===== config.mk =====
export PLATFORM = sky130hd
export DESIGN_NAME = normalize_seq
export DESIGN_NICKNAME = d
export VERILOG_FILES = /design/src/rtl/fp_pkg.sv /design/src/rtl/normalize_seq.sv
export SDC_FILE = /design/constraint.sdc
export NUM_CORES = 1
export LEC_CHECK = 0
export CAP_MARGIN = 10
export CORE_AREA = 2 2 85 87
export DETAILED_ROUTE_END_ITERATION = 6
export DIE_AREA = 0 0 87 89
export PLACE_DENSITY = 0.74
export SLEW_MARGIN = 40
export SYNTH_ARGS = -nofsm -noshare
export SYNTH_HDL_FRONTEND = slang
export SYNTH_SLANG_ARGS = --single-unit

===== constraint.sdc =====
create_clock -name clk -period 2.1 [get_ports clk]
set_clock_uncertainty 0.2 [all_clocks]
set_input_delay 0.42 -clock clk [delete_from_list [all_inputs] [get_ports clk]]
set_output_delay 0.42 -clock clk [all_outputs]
set_load 0.02 [all_outputs]

===== src/rtl/fp_pkg.sv =====
// Shared floating-point datapath definitions: field widths, the special
// exponent value, the normalizer state encoding and loss-bit positions.
package fp_pkg;

    localparam int EXP_W  = 8;
    localparam int MANT_W = 28;

    localparam logic [EXP_W-1:0] EXP_MAX = '1;

    typedef enum logic [1:0] {
        IDLE,
        NORM,
        DONE
    } norm_state_e;

    localparam int LOSS_STICKY = 1;
    localparam int LOSS_DIR    = 0;

endpackage


===== src/rtl/normalize_seq.sv =====
// Iterative post-add normalizer: one mantissa shift per cycle until the hidden
// bit lands at mantis[MANT_W-1] or the exponent hits the denormal floor.
module normalize_seq
    import fp_pkg::*;
(
    input  logic              clk,
    input  logic              rst,
    input  logic              in_valid,
    output logic              in_ready,
    input  logic              sign_in,
    input  logic              operator_in,
    input  logic [EXP_W-1:0]  exp_in,
    input  logic [MANT_W:0]   mantis_in,
    input  logic [1:0]        loss_in,
    output logic              out_valid,
    input  logic              out_ready,
    output logic              sign,
    output logic              operator,
    output logic [EXP_W-1:0]  exp,
    output logic [MANT_W-1:0] mantis,
    output logic [1:0]        loss
);

    norm_state_e      state, state_nxt;
    logic [MANT_W:0]  m, m_nxt;
    logic [EXP_W-1:0] e, e_nxt;
    logic [1:0]       loss_r, loss_nxt;
    logic             sign_r, sign_nxt;
    logic             op_r, op_nxt;

    // NOTE: every variable gets its hold value first so no path through the
    // case/if chain leaves it unassigned, which would infer a latch.
    always_comb begin
        state_nxt = state;
        m_nxt     = m;
        e_nxt     = e;
        loss_nxt  = loss_r;
        sign_nxt  = sign_r;
        op_nxt    = op_r;

        case (state)
            IDLE: begin
                if (in_valid) begin
                    m_nxt     = mantis_in;
                    e_nxt     = exp_in;
                    loss_nxt  = loss_in;
                    sign_nxt  = sign_in;
                    op_nxt    = operator_in;
                    state_nxt = NORM;
                end
            end

            NORM: begin
                state_nxt = DONE;
                if (e == EXP_MAX) begin
                    // inf/NaN travels through untouched
                end else if (m == '0) begin
                    e_nxt = '0;
                end else if (m[MANT_W]) begin
                    m_nxt                 = m >> 1;
                    loss_nxt[LOSS_STICKY] = loss_r[LOSS_STICKY] | m[0];
                    loss_nxt[LOSS_DIR]    = loss_r[LOSS_DIR] | m[0];
                    e_nxt                 = e + 1'b1;
                    if (e == EXP_MAX - 1'b1) begin
                        m_nxt = '0;
                    end
                end else if (m[MANT_W-1]) begin
                    // hidden bit already in place
                end else if (e <= EXP_W'(1)) begin
                    // Denormal floor: one extra shift lines the fraction up
                    // with the round stage's exp==0 interpretation.
                    m_nxt = m << 1;
                    e_nxt = '0;
                end else begin
                    m_nxt     = m << 1;
                    e_nxt     = e - 1'b1;
                    state_nxt = NORM;
                end
            end

            DONE: begin
                if (out_ready) begin
                    state_nxt = IDLE;
                end
            end

            default: state_nxt = IDLE;
        endcase
    end

    always_ff @(posedge clk) begin
        if (rst) begin
            state <= IDLE;
        end else begin
            state <= state_nxt;
        end
    end

    // NOTE: non-blocking assignments so every register samples the pre-edge
    // values computed above, independent of statement order.
    always_ff @(posedge clk) begin
        if (rst) begin
            m      <= '0;
            e      <= '0;
            loss_r <= '0;
            sign_r <= 1'b0;
            op_r   <= 1'b0;
        end else begin
            m      <= m_nxt;
            e      <= e_nxt;
            loss_r <= loss_nxt;
            sign_r <= sign_nxt;
            op_r   <= op_nxt;
        end
    end

    assign in_ready  = (state == IDLE);
    assign out_valid = (state == DONE);
    assign sign      = sign_r;
    assign operator  = op_r;
    assign exp       = e;
    assign mantis    = m[MANT_W-1:0];
    assign loss      = loss_r;

endmodule


The metal 2 layer:
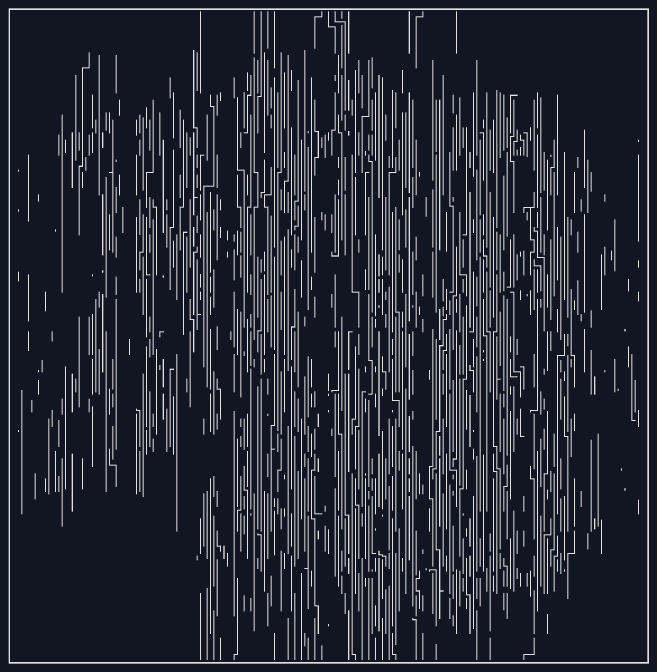
share of all routed wire: 50%
nets with wire on the layer: 489
main direction: vertical

Wiring by layer:
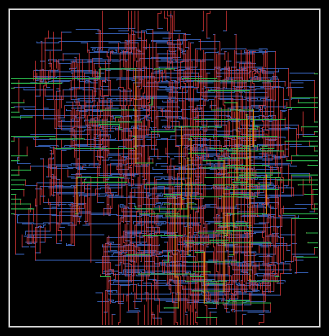
legend:
  met4:
    colour: orange
    wire_length: 323 um
  met3:
    colour: green
    wire_length: 948 um
  met2:
    colour: red
    wire_length: 5780 um
  met1:
    colour: blue
    wire_length: 4620 um

==> results.json <==
{
  "design_area_mm2": 0.00481,
  "largest_reg_flops": 29,
  "rows": 30,
  "flop-count": 43,
  "n_clock_buffer": 5,
  "via_per_inst": 6.26,
  "grt_start_max_net_pins": 47,
  "grt_use_met2_pct": 45.9,
  "r2r-start": "exp[4]",
  "synthTopCellsByArea": "dfxtp_1 (30%), a221oi_1 (8.6%), or4_1 (7.6%)",
  "path_buffers": 4,
  "place_hpwl_mm": 6.36,
  "grt_use_met3_pct": 5.36,
  "grt_pass1_wl_mm": 16.3,
  "reg2reg_depth": 9,
  "crit_end": "exp[6]",
  "violations": "setup timing",
  "fill_cells": 481,
  "drive_gt1_share_pct": 31.3,
  "r2r_slack_ns": -0.17,
  "hold_violations": 0,
  "clk_pin_slew_worst_paths_ns": 0.09,
  "final-nonclk-buf-share_pct": 38.6,
  "stdcell_count": 578,
  "wirelength_mm": 11.7,
  "drtIter0Drc": 383,
  "powerDensity_mw_per_mm2": 892,
  "cts_tree": "yes",
  "routed.top_layer": "met4",
  "die_y_um": 89,
  "grt.total_usage_pct": 26.5,
  "ys_sh_mux_pct": 1.45,
  "crit_family": "buffers and inverters",
  "regArea_um2": 873,
  "met1_usage_pct": 33.5,
  "setup_viol": 33,
  "status": "complete, but fails checks",
  "die_area_mm2": 0.00774,
  "synth_flops": 43,
  "clock_power_mw": 0.540,
  "regMostFlops": "m",
  "seq-power_mw": 1.11,
  "area_growth_pct": 68.5,
  "power_mw": 4.29,
  "crit_chain": "buf_6, nand4_1, buf_4, nor2_4, a21o_4, buf_6, buf_4, mux2_2, a211oi_1",
  "buffers": 182,
  "common_cells": "dfxtp_1 (43), nor2_1 (43), a21oi_1 (40)",
  "worstPathArrival_ns": 2.27,
  "ys_types": 47,
  "hold_path_end": "sign",
  "async_reset_ff_share_pct": 0,
  "cp_slowest_cell": "dfxtp_2",
  "ctsResizeCount": 38,
  "clock_latency_ns": 0.31,
  "setup_ws_ns": -0.171,
  "design.core.area_mm2": 0.00672,
  "syn-num-nets": 423
}
